### config.mk
export PLATFORM = sky130hd
export DESIGN_NAME = rect_rasterizer
export DESIGN_NICKNAME = d
export VERILOG_FILES = /design/src/rtl/rect_rasterizer.sv
export SDC_FILE = /design/constraint.sdc
export NUM_CORES = 1
export LEC_CHECK = 0
export CORE_MARGIN = 4
export CORE_UTILIZATION = 51
export DETAILED_ROUTE_END_ITERATION = 10
export PLACE_DENSITY_LB_ADDON = 0.2
export SETUP_SLACK_MARGIN = 0.02
export SLEW_MARGIN = 5
export SYNTH_ARGS = -nofsm -noshare
export SYNTH_HDL_FRONTEND = slang
export SYNTH_SLANG_ARGS = --single-unit
### constraint.sdc
create_clock -name clk -period 10.45 [get_ports clk]
set_input_delay 2.09 -clock clk [delete_from_list [all_inputs] [get_ports clk]]
set_output_delay 2.09 -clock clk [all_outputs]
set_load 0.01 [all_outputs]
### src/rtl/rect_rasterizer.sv
// rect_rasterizer: fills a clipped screen rectangle with a flat colour or a scaled sprite; define RECT_RASTERIZER_TRANSPARENCY_EN to skip texels equal to 12'hF0F
module rect_rasterizer #(
  parameter int HOR_ACTIVE_PIXELS = 640,
  parameter int VER_ACTIVE_PIXELS = 480,
  parameter int FB_ADDR_W         = 19,
  parameter int TEX_ADDR_W        = 16
) (
  input  logic                   clk,
  input  logic                   rst_n,
  input  logic                   ce,
  input  logic [TEX_ADDR_W+58:0] op,
  input  logic                   op_valid,
  output logic                   op_ready,
  output logic                   tex_en,
  output logic [TEX_ADDR_W-1:0]  tex_addr,
  input  logic [11:0]            tex_data,
  output logic                   fb_we,
  output logic [FB_ADDR_W-1:0]   fb_addr,
  output logic [11:0]            fb_data
);
  // op bus layout, first field in the MSBs
  typedef struct packed {
    logic [10:0]           x;
    logic [10:0]           y;
    logic [10:0]           width;
    logic [10:0]           height;
    logic [11:0]           color;
    logic                  mem_en;
    logic [TEX_ADDR_W-1:0] mem_addr;
    logic [1:0]            scale;
  } gpu_op_t;
  typedef enum logic [1:0] {IDLE, RUN, DRAIN} state_t;
  state_t               state_q, state_d;
  gpu_op_t              op_in, op_q, op_d;
  logic [10:0]          cx_q, cx_d, cy_q, cy_d;
  logic                 last_col;
  logic [11:0]          sx, sy;
  logic [21:0]          tex_off;
  logic [FB_ADDR_W-1:0] pix_addr, s1_addr_q, fb_addr_q;
  logic                 s1_v_q, s1_v_d, s1_mem_q, s2_v_q, s2_v_d;
  logic [11:0]          fb_data_q;

  assign op_in    = op;
  assign op_ready = state_q == IDLE;
  assign tex_en   = ce;
  assign fb_we    = s2_v_q & ce;
  assign fb_addr  = fb_addr_q;
  assign fb_data  = fb_data_q;
  assign last_col = cx_q == op_q.width - 11'd1;
  // 12-bit screen coordinates cannot wrap for any 11-bit origin and offset
  assign sx       = {1'b0, op_q.x} + {1'b0, cx_q};
  assign sy       = {1'b0, op_q.y} + {1'b0, cy_q};
  assign pix_addr = FB_ADDR_W'(32'(sy) * HOR_ACTIVE_PIXELS + 32'(sx));
  assign s1_v_d   = state_q == RUN && 32'(sx) < HOR_ACTIVE_PIXELS && 32'(sy) < VER_ACTIVE_PIXELS;
  // shifting both the position and the sprite width replicates each texel 2^scale times
  assign tex_off  = 22'(cy_q >> op_q.scale) * 22'(op_q.width >> op_q.scale) + 22'(cx_q >> op_q.scale);
  assign tex_addr = (state_q == RUN && op_q.mem_en) ? op_q.mem_addr + TEX_ADDR_W'(tex_off) : '0;
`ifdef RECT_RASTERIZER_TRANSPARENCY_EN
  assign s2_v_d   = s1_v_q && !(s1_mem_q && tex_data == 12'hF0F);
`else
  assign s2_v_d   = s1_v_q;
`endif

  // accept, row-major scan and drain sequencing
  always_comb begin
    state_d = state_q;
    op_d    = op_q;
    cx_d    = cx_q;
    cy_d    = cy_q;
    if (state_q == IDLE) begin
      if (op_valid) begin
        op_d    = op_in;
        cx_d    = '0;
        cy_d    = '0;
        state_d = (op_in.width == '0 || op_in.height == '0) ? DRAIN : RUN;
      end
    end else if (state_q == RUN) begin
      cx_d = last_col ? 11'd0 : cx_q + 11'd1;
      cy_d = last_col ? cy_q + 11'd1 : cy_q;
      if (last_col && cy_q == op_q.height - 11'd1) state_d = DRAIN;
    end else begin
      state_d = IDLE;
    end
  end

  // control state advances only on enabled cycles
  always_ff @(posedge clk or negedge rst_n) begin
    if (!rst_n) begin
      state_q <= IDLE;
      op_q    <= '0;
      cx_q    <= '0;
      cy_q    <= '0;
    end else if (ce) begin
      state_q <= state_d;
      op_q    <= op_d;
      cx_q    <= cx_d;
      cy_q    <= cy_d;
    end
  end

  // stage 1 tracks the pixel whose texel is in flight; stage 2 holds the framebuffer write
  always_ff @(posedge clk or negedge rst_n) begin
    if (!rst_n) begin
      s1_v_q    <= 1'b0;
      s1_mem_q  <= 1'b0;
      s1_addr_q <= '0;
      s2_v_q    <= 1'b0;
      fb_addr_q <= '0;
      fb_data_q <= '0;
    end else if (ce) begin
      s1_v_q    <= s1_v_d;
      s1_mem_q  <= op_q.mem_en;
      s1_addr_q <= pix_addr;
      s2_v_q    <= s2_v_d;
      fb_addr_q <= s1_addr_q;
      fb_data_q <= s1_mem_q ? tex_data : op_q.color;
    end
  end
endmodule

**Run 1: floorplan with the power grid**

Scale bar: 50 um. Pins as bars on the die edge. Tap cells in gray.
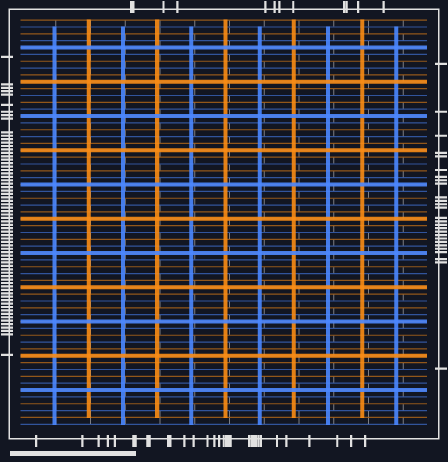
- VDD: orange
- VSS: blue
- signal pins: 141
- met1 rails: 60
- met5 straps: 11
- tap cells: 335
- met4 straps: 11

**Run 1: cell outlines without signal wires**

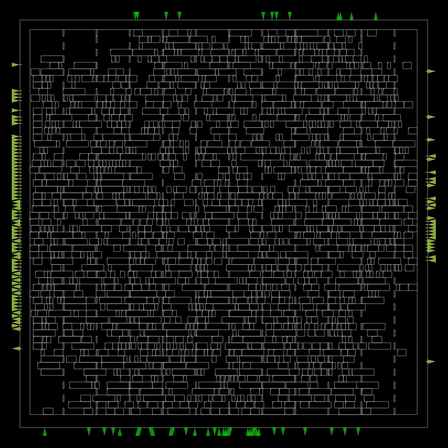
Finished Layout Cells: 1,968
sequential share of cell area: 0.245

**Run 1: placed cells, one color a class**

Scale bar: 50 um.
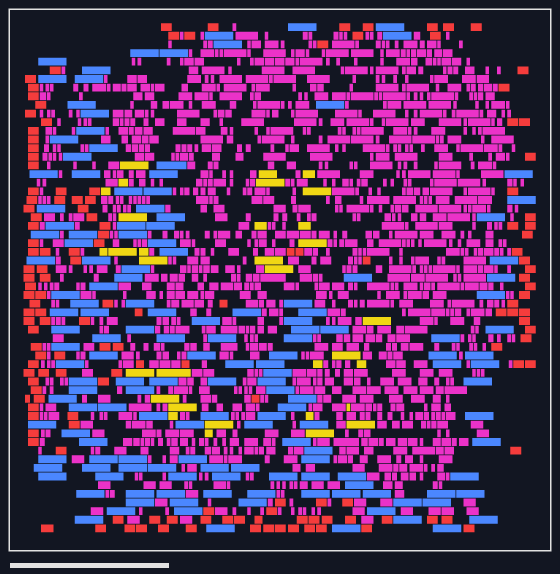
- remaining logic cells: magenta (cells 1,300)
- registers: blue (cells 152)
- remaining buffers and delay cells: red (cells 149)
- clock drivers and dummy loads: yellow (cells 32)
post-route cell area: 15,500 sq um
core footprint: 25,900 sq um

==> flow_summary.html, run 1 <==
<!-- implementation run metrics -->
<table>
<tr><th>Metric</th><th>Value</th></tr>
<tr><th colspan="2">Critical path</th></tr>
<tr><td>End of the worst register-to-register path</td><td>s1_addr_q[18]</td></tr>
<tr><td>Signal arrival time at the worst endpoint</td><td>7.67 ns</td></tr>
<tr><td>Cell-by-cell trace of the critical path</td><td>buf_4 -&gt; mux2i_1 -&gt; nand2_1 -&gt; o21ai_1 -&gt; nor2_1 -&gt; fa_1 -&gt; inv_1 -&gt; fa_1 -&gt; inv_1 -&gt; fa_1 -&gt; fa_1 -&gt; fa_1 -&gt; inv_1 -&gt; fa_1 -&gt; inv_1 -&gt; ha_1 -&gt; and3_1 -&gt; a22oi_1 -&gt; a21oi_1 -&gt; xnor2_1 -&gt; nor2_1 -&gt; clkdlybuf4s50_1</td></tr>
<tr><th colspan="2">Global route</th></tr>
<tr><td>Number of global-route vias before repair</td><td>10,800</td></tr>
<tr><td>Met3 global-route usage</td><td>0.0437</td></tr>
<tr><td>First-pass GRT wire length</td><td>55,700 um</td></tr>
<tr><th colspan="2">Run status</th></tr>
<tr><td>Status</td><td>finished clean</td></tr>
<tr><th colspan="2">Cells and area</th></tr>
<tr><td>Biggest Area Class</td><td>logic gates</td></tr>
<tr><td># clk buffers</td><td>18</td></tr>
<tr><td>Fin util</td><td>0.599</td></tr>
<tr><td>Most frequent cells in the layout</td><td>241 x sky130_fd_sc_hd__nand2_1, 183 x sky130_fd_sc_hd__inv_1, 151 x sky130_fd_sc_hd__dfrtp_1</td></tr>
<tr><td>Number of ordinary and repair buffers in the finished layout</td><td>149</td></tr>
<tr><td>Combined area of the multi-input logic cells</td><td>8560 sq um</td></tr>
<tr><th colspan="2">Pwr</th></tr>
<tr><td>Fraction of power consumed by combinational cells</td><td>0.663</td></tr>
<tr><td>Group drawing the most power</td><td>combinational cells</td></tr>
<tr><td>Psw</td><td>2.12 mW</td></tr>
<tr><td>Total power divided by cell area</td><td>298 nW/um^2</td></tr>
<tr><td>Fraction of power spent switching nets</td><td>0.458</td></tr>
<tr><td>Int Power</td><td>2.51 mW</td></tr>
<tr><th colspan="2">Final timing</th></tr>
<tr><td>Clock period minus final worst setup slack</td><td>9.76 ns</td></tr>
<tr><td>Tightest Pin Transition</td><td>0.968 ns</td></tr>
<tr><th colspan="2">Yosys</th></tr>
<tr><td>Largest non-sequential cell family by area</td><td>adder cells</td></tr>
<tr><td>Simple-Gate Area Share</td><td>0.183</td></tr>
<tr><th colspan="2">Place</th></tr>
<tr><td>Cell area after placement</td><td>14,900 sq um</td></tr>
<tr><th colspan="2">Hold path</th></tr>
<tr><td>Worst min path class</td><td>reg2reg</td></tr>
</table>
**Run 1: metal layers overlaid**

Scale bar: 50 um. Two of the layers only.
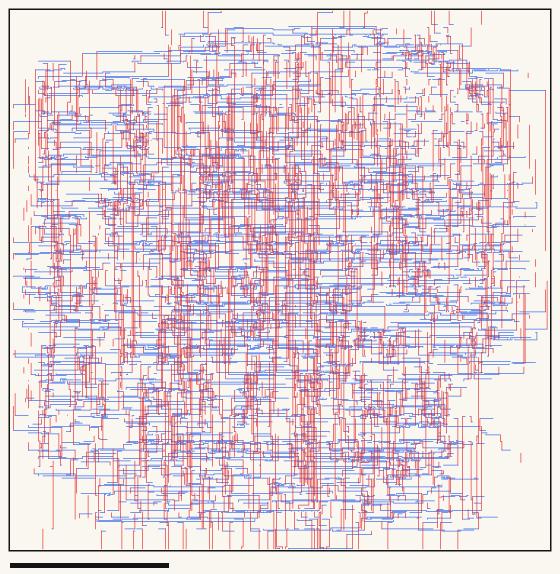

==> run 2, diff against run 1 <==
Clock period 10.45 ns to 12.4 ns, I/O delays scaled along.
**Run 2: metal layers overlaid**

Scale bar: 50 um. Two of the layers only.
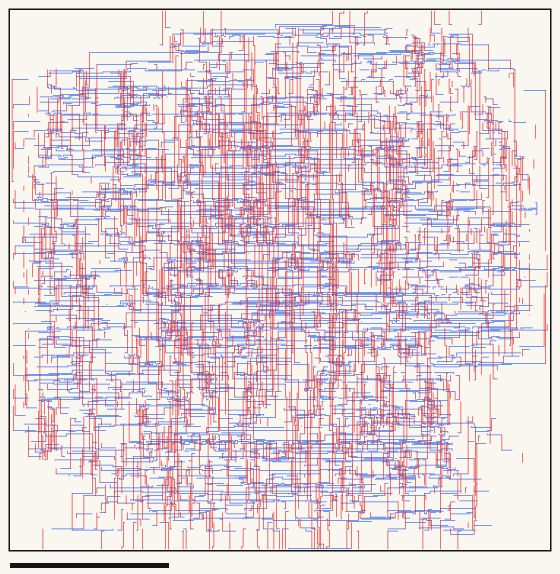
- M2: red (wire length 14,500 um)
- M1: blue (wire length 15,700 um)

==> run 2 against run 1 <==
- routed wire length decreased by 1.1%
- first-iteration DRC count fell by 0.63%
- sequential power is 15% lower
- via count barely moved
- largest power group unchanged
==> flow_summary.html, run 2 <==
<!-- implementation run metrics -->
<table>
<tr><th>Metric</th><th>Value</th></tr>
<tr><th colspan="2">Cells and area</th></tr>
<tr><td>Biggest Area Class</td><td>logic gates</td></tr>
<tr><td>Post-route cell area</td><td>15,500 sq um</td></tr>
<tr><td># clk buffers</td><td>17</td></tr>
<tr><td>Combined area of the multi-input logic cells</td><td>8560 sq um</td></tr>
<tr><td>Sequential share of cell area</td><td>0.245</td></tr>
<tr><td>Finished Layout Cells</td><td>1,965</td></tr>
<tr><td>Number of ordinary and repair buffers in the finished layout</td><td>146</td></tr>
<tr><td>Most frequent cells in the layout</td><td>241 x sky130_fd_sc_hd__nand2_1, 183 x sky130_fd_sc_hd__inv_1, 151 x sky130_fd_sc_hd__dfrtp_1</td></tr>
<tr><th colspan="2">Hold path</th></tr>
<tr><td>Number of instances on the worst hold path</td><td>2</td></tr>
<tr><td>Worst min path class</td><td>reg2reg</td></tr>
<tr><th colspan="2">Global route</th></tr>
<tr><td>First-pass GRT wire length</td><td>54,900 um</td></tr>
<tr><td>Met3 global-route usage</td><td>0.0492</td></tr>
<tr><td>GR Layer Usage met2</td><td>0.365</td></tr>
<tr><td>Number of global-route vias before repair</td><td>10,700</td></tr>
<tr><th colspan="2">Place</th></tr>
<tr><td>Cell area after placement</td><td>14,900 sq um</td></tr>
<tr><th colspan="2">Critical path</th></tr>
<tr><td>Signal arrival time at the worst endpoint</td><td>7.82 ns</td></tr>
<tr><td>Cell-by-cell trace of the critical path</td><td>mux2i_1 -&gt; nor2_1 -&gt; a21oi_1 -&gt; nor2_1 -&gt; fa_1 -&gt; inv_1 -&gt; fa_1 -&gt; fa_1 -&gt; fa_1 -&gt; inv_1 -&gt; fa_1 -&gt; inv_1 -&gt; fa_1 -&gt; inv_1 -&gt; ha_1 -&gt; a21oi_1 -&gt; inv_1 -&gt; a22oi_1 -&gt; a21oi_1 -&gt; xnor2_1 -&gt; nor2_1 -&gt; clkdlybuf4s50_1</td></tr>
<tr><td>End of the worst register-to-register path</td><td>s1_addr_q[18]</td></tr>
<tr><th colspan="2">Pwr</th></tr>
<tr><td>Group drawing the most power</td><td>combinational cells</td></tr>
<tr><td>Fraction of power consumed by combinational cells</td><td>0.660</td></tr>
<tr><td>Psw</td><td>1.78 mW</td></tr>
<tr><td>Fraction of power spent switching nets</td><td>0.460</td></tr>
<tr><td>Int Power</td><td>2.09 mW</td></tr>
<tr><th colspan="2">Final timing</th></tr>
<tr><td>Clock period minus final worst setup slack</td><td>10.30 ns</td></tr>
<tr><th colspan="2">Clocking</th></tr>
<tr><td>Clock tree from TritonCTS</td><td>done</td></tr>
<tr><th colspan="2">Yosys</th></tr>
<tr><td>Simple-Gate Area Share</td><td>0.183</td></tr>
<tr><td>Largest non-sequential cell family by area</td><td>adder cells</td></tr>
<tr><td>Commonest cells in the synthesized netlist</td><td>241 x sky130_fd_sc_hd__nand2_1, 183 x sky130_fd_sc_hd__inv_1, 152 x sky130_fd_sc_hd__dfrtp_1</td></tr>
<tr><th colspan="2">Floorplanning</th></tr>
<tr><td>Core footprint</td><td>25,900 sq um</td></tr>
<tr><td>Num ports</td><td>141</td></tr>
<tr><th colspan="2">Run status</th></tr>
<tr><td>Status</td><td>finished clean</td></tr>
</table>
**Run 2: cell outlines without signal wires**

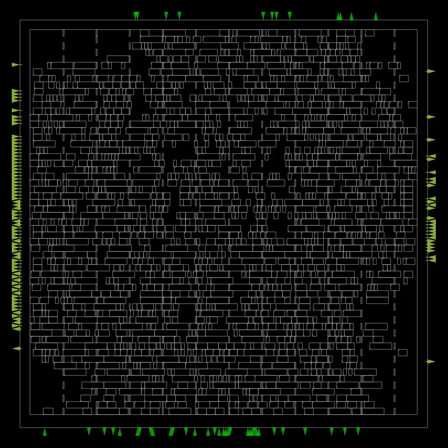

==> run 3, diff against run 2 <==
Clock period 12.4 ns to 9.65 ns, I/O delays scaled along.
**Run 3: cell outlines without signal wires**

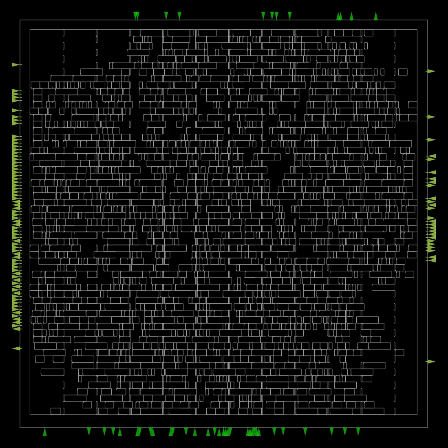
fin util: 0.604
n_taps: 335
Finished Layout Cells: 1,983
number of cell rows: 59

==> run 3 against run 2 <==
- sequential share of layout area is 0.22 points lower
- total power is 31% higher
- design area is 0.91% higher
- synthesized cell count stayed put
- critical path type unchanged
- largest power group unchanged
==> flow_summary.html, run 3 <==
<!-- implementation run metrics -->
<table>
<tr><th>Metric</th><th>Value</th></tr>
<tr><th colspan="2">Yosys</th></tr>
<tr><td>Largest non-sequential cell family by area</td><td>adder cells</td></tr>
<tr><td>Simple-Gate Area Share</td><td>0.183</td></tr>
<tr><td>Number of cells in Yosys stat</td><td>1,522</td></tr>
<tr><td>Mux cell area share</td><td>0.0641</td></tr>
<tr><td>Commonest cells in the synthesized netlist</td><td>241 x sky130_fd_sc_hd__nand2_1, 183 x sky130_fd_sc_hd__inv_1, 152 x sky130_fd_sc_hd__dfrtp_1</td></tr>
<tr><td>EDFF count, synth</td><td>0</td></tr>
<tr><td>Yosys warnings</td><td>0</td></tr>
<tr><td>Cell area after technology mapping</td><td>13,400 sq um</td></tr>
<tr><td>Avg Cell Area, Syn</td><td>8.79 sq um</td></tr>
<tr><th colspan="2">Final timing</th></tr>
<tr><td>Part of the cycle the worst path needs</td><td>0.958</td></tr>
<tr><td>Tightest Pin Transition</td><td>0.907 ns</td></tr>
<tr><td>Clock period minus final worst setup slack</td><td>9.24 ns</td></tr>
<tr><th colspan="2">Pwr</th></tr>
<tr><td>Group drawing the most power</td><td>combinational cells</td></tr>
<tr><td>Int Power</td><td>2.72 mW</td></tr>
<tr><td>Leakage dissipation</td><td>7.40 nW</td></tr>
<tr><td>Power after layout</td><td>5.07 mW</td></tr>
<tr><td>Psw</td><td>2.34 mW</td></tr>
<tr><td>Total power divided by cell area</td><td>324 nW/um^2</td></tr>
<tr><td>Fraction of power consumed by combinational cells</td><td>0.666</td></tr>
<tr><td>Fraction of power spent switching nets</td><td>0.462</td></tr>
<tr><th colspan="2">Run status</th></tr>
<tr><td>Status</td><td>finished clean</td></tr>
<tr><th colspan="2">Floorplanning</th></tr>
<tr><td>Num ports</td><td>141</td></tr>
<tr><td>Core footprint</td><td>25,900 sq um</td></tr>
<tr><th colspan="2">Hold path</th></tr>
<tr><td>Number of instances on the worst hold path</td><td>2</td></tr>
<tr><td>Worst min path class</td><td>reg2reg</td></tr>
<tr><td>Hold wc startpoint</td><td>op_q[26]</td></tr>
<tr><th colspan="2">Clocking</th></tr>
<tr><td>Clock tree from TritonCTS</td><td>done</td></tr>
<tr><td>Post-cts resize count</td><td>0</td></tr>
<tr><td>Post-CTS clock slew at the launch and capture registers of the worst setup and hold paths</td><td>0.07 ns</td></tr>
<tr><th colspan="2">Critical path</th></tr>
<tr><td>Cell-by-cell trace of the critical path</td><td>buf_4 -&gt; mux2i_1 -&gt; nand2_1 -&gt; o21ai_1 -&gt; buf_4 -&gt; nor2_1 -&gt; fa_1 -&gt; inv_1 -&gt; fa_1 -&gt; fa_1 -&gt; fa_1 -&gt; inv_1 -&gt; fa_1 -&gt; inv_1 -&gt; fa_1 -&gt; inv_1 -&gt; ha_1 -&gt; a21oi_1 -&gt; inv_1 -&gt; a41oi_1 -&gt; o21ai_0 -&gt; xnor2_1 -&gt; nor2_1 -&gt; clkdlybuf4s50_1</td></tr>
<tr><td>Signal arrival time at the worst endpoint</td><td>7.31 ns</td></tr>
<tr><td>CP Launch Type</td><td>register</td></tr>
<tr><td>End of the worst register-to-register path</td><td>s1_addr_q[18]</td></tr>
<tr><th colspan="2">Cells and area</th></tr>
<tr><td>Number of ordinary and repair buffers in the finished layout</td><td>164</td></tr>
<tr><td>Most frequent cells in the layout</td><td>241 x sky130_fd_sc_hd__nand2_1, 183 x sky130_fd_sc_hd__inv_1, 151 x sky130_fd_sc_hd__dfrtp_1</td></tr>
<tr><td>Post-route cell area</td><td>15,700 sq um</td></tr>
<tr><td>Combined area of the multi-input logic cells</td><td>8570 sq um</td></tr>
<tr><td>Biggest Area Class</td><td>logic gates</td></tr>
<tr><td># clk buffers</td><td>17</td></tr>
<tr><td>Nets</td><td>1,923</td></tr>
<tr><td>Sequential share of cell area</td><td>0.243</td></tr>
<tr><th colspan="2">Global route</th></tr>
<tr><td>Antenna violations before repair</td><td>0</td></tr>
<tr><td>Number of global-route vias before repair</td><td>10,700</td></tr>
<tr><td>GR Layer Usage met2</td><td>0.370</td></tr>
<tr><td>Met3 global-route usage</td><td>0.0467</td></tr>
<tr><td>First-pass GRT wire length</td><td>55,600 um</td></tr>
<tr><th colspan="2">Place</th></tr>
<tr><td>Cell area after placement</td><td>15,100 sq um</td></tr>
</table>
Power figures rest on the tool's default switching activity, not on a simulated workload.
